==> src/rtl/dcache_bus_serializer_pkg.sv <==
// Shared types and widths for the D-cache line-to-bus serializer.
// Provides the line/bus geometry, the derived beat counts, and the
// packed payload latched at the start of a line write.
package dcache_bus_serializer_pkg;

  localparam int unsigned LINE_WIDTH       = 128;
  localparam int unsigned BUS_WIDTH        = 32;
  localparam int unsigned MEM_ADDR_WIDTH   = 26;
  localparam int unsigned BEAT_COUNT       = LINE_WIDTH / BUS_WIDTH;
  localparam int unsigned BEAT_INDEX_WIDTH = $clog2(BEAT_COUNT);
  // One extra bit so a counter can hold BEAT_COUNT itself.
  localparam int unsigned CNT_WIDTH        = BEAT_INDEX_WIDTH + 1;
  localparam int unsigned BUS_ADDR_WIDTH   = MEM_ADDR_WIDTH + BEAT_INDEX_WIDTH;

  typedef logic [LINE_WIDTH-1:0]       line_t;
  typedef logic [BUS_WIDTH-1:0]        bus_data_t;
  typedef logic [MEM_ADDR_WIDTH-1:0]   mem_addr_t;
  typedef logic [BUS_ADDR_WIDTH-1:0]   bus_addr_t;
  typedef logic [BEAT_INDEX_WIDTH-1:0] beat_idx_t;
  typedef logic [CNT_WIDTH-1:0]        beat_cnt_t;

  // Request captured from the replacer when a line operation starts.
  typedef struct packed {
    mem_addr_t addr;
    line_t     data;
  } line_req_t;

  // Beat slice of a line; beat 0 is the least significant slice.
  function automatic bus_data_t line_slice(input line_t line, input beat_idx_t idx);
    return line[int'(idx)*BUS_WIDTH +: BUS_WIDTH];
  endfunction

endpackage

==> src/rtl/dcache_bus_serializer_if.sv <==
// Replacer-facing line port plus narrow memory bus port of the serializer.
// master: the serializer (consumes line requests, issues bus beats).
// slave : the environment (replacer + memory bus).
//   memAddr/memReadEnable/memWriteEnable/memWriteValue : line request
//   memReadDone/memWriteDone/memReadValue             : line completion
//   busValid/busWrite/busAddr/busWriteData/busReady    : beat request
//   busReadDataValid/busReadData                       : returned read beats
interface dcache_bus_serializer_if;
  import dcache_bus_serializer_pkg::*;

  mem_addr_t memAddr;
  logic      memReadEnable;
  logic      memWriteEnable;
  line_t     memWriteValue;
  logic      memReadDone;
  logic      memWriteDone;
  line_t     memReadValue;

  logic      busValid;
  logic      busWrite;
  bus_addr_t busAddr;
  bus_data_t busWriteData;
  logic      busReady;
  logic      busReadDataValid;
  bus_data_t busReadData;

  modport master (
    input  memAddr, memReadEnable, memWriteEnable, memWriteValue,
    input  busReady, busReadDataValid, busReadData,
    output memReadDone, memWriteDone, memReadValue,
    output busValid, busWrite, busAddr, busWriteData
  );

  modport slave (
    output memAddr, memReadEnable, memWriteEnable, memWriteValue,
    output busReady, busReadDataValid, busReadData,
    input  memReadDone, memWriteDone, memReadValue,
    input  busValid, busWrite, busAddr, busWriteData
  );

endinterface

==> src/rtl/dcache_bus_serializer.sv <==
// Serializes line-wide D-cache read/write requests into BEAT_COUNT narrow
// bus beats and reassembles read beats into a full line.
// Ports:
//   clk - clock
//   rst - synchronous active-high reset
//   ifc - master view of the line/bus interface
// All outputs come straight from registers; bus inputs only reach outputs
// through a clock edge.
module dcache_bus_serializer
  import dcache_bus_serializer_pkg::*;
(
  input  logic                     clk,
  input  logic                     rst,
  dcache_bus_serializer_if.master  ifc
);

  typedef enum logic [1:0] {
    ST_IDLE,
    ST_READ,
    ST_WRITE,
    ST_DONE
  } state_e;

  localparam beat_cnt_t CNT_ONE  = CNT_WIDTH'(1);
  localparam beat_cnt_t CNT_LAST = CNT_WIDTH'(BEAT_COUNT - 1);
  localparam beat_cnt_t CNT_FULL = CNT_WIDTH'(BEAT_COUNT);

  state_e    state_q, state_d;
  beat_cnt_t issue_q, issue_d;
  beat_cnt_t ret_q, ret_d;
  line_req_t req_q, req_d;
  line_t     rline_q, rline_d;

  logic      bus_valid_q, bus_valid_d;
  logic      bus_write_q, bus_write_d;
  bus_addr_t bus_addr_q, bus_addr_d;
  bus_data_t bus_wdata_q, bus_wdata_d;
  logic      rd_done_q, rd_done_d;
  logic      wr_done_q, wr_done_d;

  logic      accept;

  // Next-state, counters, line buffer and registered-output decode.
  always_comb begin
    state_d     = state_q;
    issue_d     = issue_q;
    ret_d       = ret_q;
    req_d       = req_q;
    rline_d     = rline_q;
    rd_done_d   = 1'b0;
    wr_done_d   = 1'b0;
    bus_valid_d = 1'b0;
    bus_write_d = 1'b0;
    bus_addr_d  = '0;
    bus_wdata_d = '0;

    accept = bus_valid_q && ifc.busReady;

    case (state_q)
      ST_IDLE: begin
        // Write wins when both enables are raised together.
        if (ifc.memWriteEnable) begin
          req_d.addr = ifc.memAddr;
          req_d.data = ifc.memWriteValue;
          issue_d    = '0;
          ret_d      = '0;
          state_d    = ST_WRITE;
        end else if (ifc.memReadEnable) begin
          req_d.addr = ifc.memAddr;
          issue_d    = '0;
          ret_d      = '0;
          state_d    = ST_READ;
        end
      end

      ST_WRITE: begin
        if (accept) begin
          issue_d = issue_q + CNT_ONE;
          if (issue_q == CNT_LAST) begin
            state_d   = ST_DONE;
            wr_done_d = 1'b1;
          end
        end
      end

      ST_READ: begin
        // Requests are pipelined independently of the returning data.
        if (accept) begin
          issue_d = issue_q + CNT_ONE;
        end
        if (ifc.busReadDataValid && (ret_q < CNT_FULL)) begin
          rline_d[int'(ret_q[BEAT_INDEX_WIDTH-1:0])*BUS_WIDTH +: BUS_WIDTH] = ifc.busReadData;
          ret_d = ret_q + CNT_ONE;
          if (ret_q == CNT_LAST) begin
            state_d   = ST_DONE;
            rd_done_d = 1'b1;
          end
        end
      end

      ST_DONE: begin
        state_d = ST_IDLE;
      end

      default: begin
        state_d = ST_IDLE;
      end
    endcase

    // Bus request is decoded from the next-cycle view so it registers in step with it.
    if (state_d == ST_WRITE) begin
      bus_valid_d = 1'b1;
      bus_write_d = 1'b1;
      bus_addr_d  = {req_d.addr, issue_d[BEAT_INDEX_WIDTH-1:0]};
      bus_wdata_d = line_slice(req_d.data, issue_d[BEAT_INDEX_WIDTH-1:0]);
    end else if ((state_d == ST_READ) && (issue_d < CNT_FULL)) begin
      bus_valid_d = 1'b1;
      bus_addr_d  = {req_d.addr, issue_d[BEAT_INDEX_WIDTH-1:0]};
    end
  end

  // State and output registers.
  always_ff @(posedge clk) begin
    if (rst) begin
      state_q     <= ST_IDLE;
      issue_q     <= '0;
      ret_q       <= '0;
      req_q       <= '0;
      rline_q     <= '0;
      bus_valid_q <= 1'b0;
      bus_write_q <= 1'b0;
      bus_addr_q  <= '0;
      bus_wdata_q <= '0;
      rd_done_q   <= 1'b0;
      wr_done_q   <= 1'b0;
    end else begin
      state_q     <= state_d;
      issue_q     <= issue_d;
      ret_q       <= ret_d;
      req_q       <= req_d;
      rline_q     <= rline_d;
      bus_valid_q <= bus_valid_d;
      bus_write_q <= bus_write_d;
      bus_addr_q  <= bus_addr_d;
      bus_wdata_q <= bus_wdata_d;
      rd_done_q   <= rd_done_d;
      wr_done_q   <= wr_done_d;
    end
  end

  assign ifc.busValid     = bus_valid_q;
  assign ifc.busWrite     = bus_write_q;
  assign ifc.busAddr      = bus_addr_q;
  assign ifc.busWriteData = bus_wdata_q;
  assign ifc.memReadDone  = rd_done_q;
  assign ifc.memWriteDone = wr_done_q;
  assign ifc.memReadValue = rline_q;

endmodule

==> src/flat_wrapper.sv <==
// flat-port wrapper written by rule: the top's interface ports become plain ports
module dcache_bus_serializer_flat import dcache_bus_serializer_pkg::*;
  (clk, rst, ifc_memAddr, ifc_memReadEnable, ifc_memWriteEnable, ifc_memWriteValue, ifc_busReady, ifc_busReadDataValid, ifc_busReadData, ifc_memReadDone, ifc_memWriteDone, ifc_memReadValue, ifc_busValid, ifc_busWrite, ifc_busAddr, ifc_busWriteData);
  dcache_bus_serializer_if ifc_i ();
  input  logic clk;
  input  logic rst;
  input wire logic [$bits(ifc_i.memAddr)-1:0] ifc_memAddr;
  input wire logic [$bits(ifc_i.memReadEnable)-1:0] ifc_memReadEnable;
  input wire logic [$bits(ifc_i.memWriteEnable)-1:0] ifc_memWriteEnable;
  input wire logic [$bits(ifc_i.memWriteValue)-1:0] ifc_memWriteValue;
  input wire logic [$bits(ifc_i.busReady)-1:0] ifc_busReady;
  input wire logic [$bits(ifc_i.busReadDataValid)-1:0] ifc_busReadDataValid;
  input wire logic [$bits(ifc_i.busReadData)-1:0] ifc_busReadData;
  output wire logic [$bits(ifc_i.memReadDone)-1:0] ifc_memReadDone;
  output wire logic [$bits(ifc_i.memWriteDone)-1:0] ifc_memWriteDone;
  output wire logic [$bits(ifc_i.memReadValue)-1:0] ifc_memReadValue;
  output wire logic [$bits(ifc_i.busValid)-1:0] ifc_busValid;
  output wire logic [$bits(ifc_i.busWrite)-1:0] ifc_busWrite;
  output wire logic [$bits(ifc_i.busAddr)-1:0] ifc_busAddr;
  output wire logic [$bits(ifc_i.busWriteData)-1:0] ifc_busWriteData;
  assign ifc_i.memAddr = ifc_memAddr;
  assign ifc_i.memReadEnable = ifc_memReadEnable;
  assign ifc_i.memWriteEnable = ifc_memWriteEnable;
  assign ifc_i.memWriteValue = ifc_memWriteValue;
  assign ifc_i.busReady = ifc_busReady;
  assign ifc_i.busReadDataValid = ifc_busReadDataValid;
  assign ifc_i.busReadData = ifc_busReadData;
  assign ifc_memReadDone = ifc_i.memReadDone;
  assign ifc_memWriteDone = ifc_i.memWriteDone;
  assign ifc_memReadValue = ifc_i.memReadValue;
  assign ifc_busValid = ifc_i.busValid;
  assign ifc_busWrite = ifc_i.busWrite;
  assign ifc_busAddr = ifc_i.busAddr;
  assign ifc_busWriteData = ifc_i.busWriteData;
  dcache_bus_serializer u_core (.clk(clk), .rst(rst), .ifc(ifc_i));
endmodule
==> config.mk <==
export PLATFORM = sky130hd
export DESIGN_NAME = dcache_bus_serializer_flat
export DESIGN_NICKNAME = d
export VERILOG_FILES = /design/src/rtl/dcache_bus_serializer_pkg.sv /design/src/rtl/dcache_bus_serializer_if.sv /design/src/rtl/dcache_bus_serializer.sv /design/src/flat_wrapper.sv
export SDC_FILE = /design/constraint.sdc
export NUM_CORES = 1
export LEC_CHECK = 0
export ABC_AREA = 1
export CORE_MARGIN = 4
export CORE_UTILIZATION = 54
export CTS_BUF_LIST = sky130_fd_sc_hd__clkbuf_4
export DETAILED_ROUTE_END_ITERATION = 7
export HOLD_SLACK_MARGIN = 0.15
export PLACE_DENSITY_LB_ADDON = 0.1
export SYNTH_ARGS = -nofsm -noshare
export SYNTH_HDL_FRONTEND = slang
export SYNTH_SLANG_ARGS = --single-unit
==> constraint.sdc <==
create_clock -name clk -period 6.2 [get_ports clk]
set_input_delay 0.62 -clock clk [delete_from_list [all_inputs] [get_ports clk]]
set_output_delay 0.62 -clock clk [all_outputs]
set_load 0.005 [all_outputs]
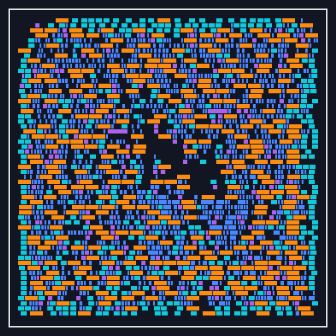
placement_by_type.png
legend:
  purple:
    class: clock drivers and dummy loads
    cells: 155
    share_of_their_area: 6.1%
  blue:
    class: combinational and other logic
    cells: 1418
    share_of_their_area: 35%
  cyan:
    class: remaining buffers and delay cells
    cells: 396
    share_of_their_area: 21%
  orange:
    class: sequential cells
    cells: 354
    share_of_their_area: 38%
final core utilization: 73.6%
core area: 26000 sq um

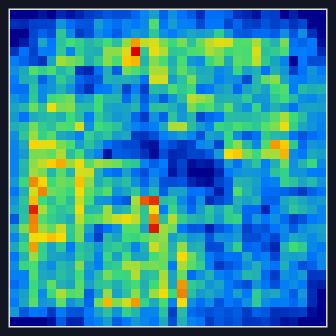
metal_density.png
The die is cut into 34 by 34 equal tiles; dark blue is low, red is high, scaled to the fullest tile. Values are wire area over tile area, all layers added.
densest ninth of the die: left middle
nearly empty tiles: 2.4%
mean over tiles: 0.26
tiles over half the peak: 20%
gr usage total: 29.4%
WL final: 44.1 mm
Routed WL per cell: 16.6 microns
vias: 14100

==> flow_metrics.env <==
# flow metrics
export IMPL_status="complete, no violations"
export IMPL_hold_depth=2
export IMPL_netlist_area_leader_share_pct=50.0
export IMPL_maxCapViolations=0
export IMPL_worst_pin_slew_ns=1.20
export IMPL_seqPwrFrac_pct=37.6
export IMPL_grt_pass1_vias=13500
export IMPL_nets=2465
export IMPL_p_total_mw=7.73
export IMPL_final_fill_count=2149
export IMPL_crit_fanout=35
export IMPL_mostFrequentLayoutCell="clkdlybuf4s50_1"
export IMPL_slew_limit_headroom_pct=19.8
export IMPL_arrival_ns=4.52
export IMPL_switchingPower_mw=2.88
export IMPL_overflow=0
export IMPL_yosys_area_share_aoi_pct=12.4
export IMPL_setup_viol=0
export IMPL_hold_viol=0
export IMPL_yosysCellCount=1912
export IMPL_row_count=59
export IMPL_simple_gate_area_share_pct=26.7
export IMPL_drcViolationCount=0
export IMPL_postSynthNetCount=2117
export IMPL_pre_cts_slack_ns=2.39
export IMPL_die_h_microns=170
export IMPL_crit_top_cell="inv_1"
export IMPL_die_width_microns=170
export IMPL_logic_gate_count=1214
[per-layer routing]
metal  part of all wire [%]  wire length [microns]  GRT usage, %  vias up
met1                     39                  17200          35.7     6470
met2                     47                  20600          46.6      619
met4                    3.7                   1620          13.4        0
li1                       -                      -             -     6893
met3                     11                   4700          11.1      104
met5                      0                      0             0        -
[flip-flops by register name, indices dropped and copies added (netlist names)]
| name | count |
|---|---|
| u_core.ifc.busWrite | 1 |
| u_core.ifc.busWriteData | 32 |
| u_core.ifc.memWriteDone | 1 |
| u_core.ifc.memReadDone | 1 |
| u_core.issue_q | 3 |
| u_core.req_q | 154 |
| u_core.ret_q | 3 |
| u_core.state_q | 2 |
| u_core.ifc.memReadValue | 128 |
| u_core.ifc.busAddr | 28 |
| u_core.ifc.busValid | 1 |
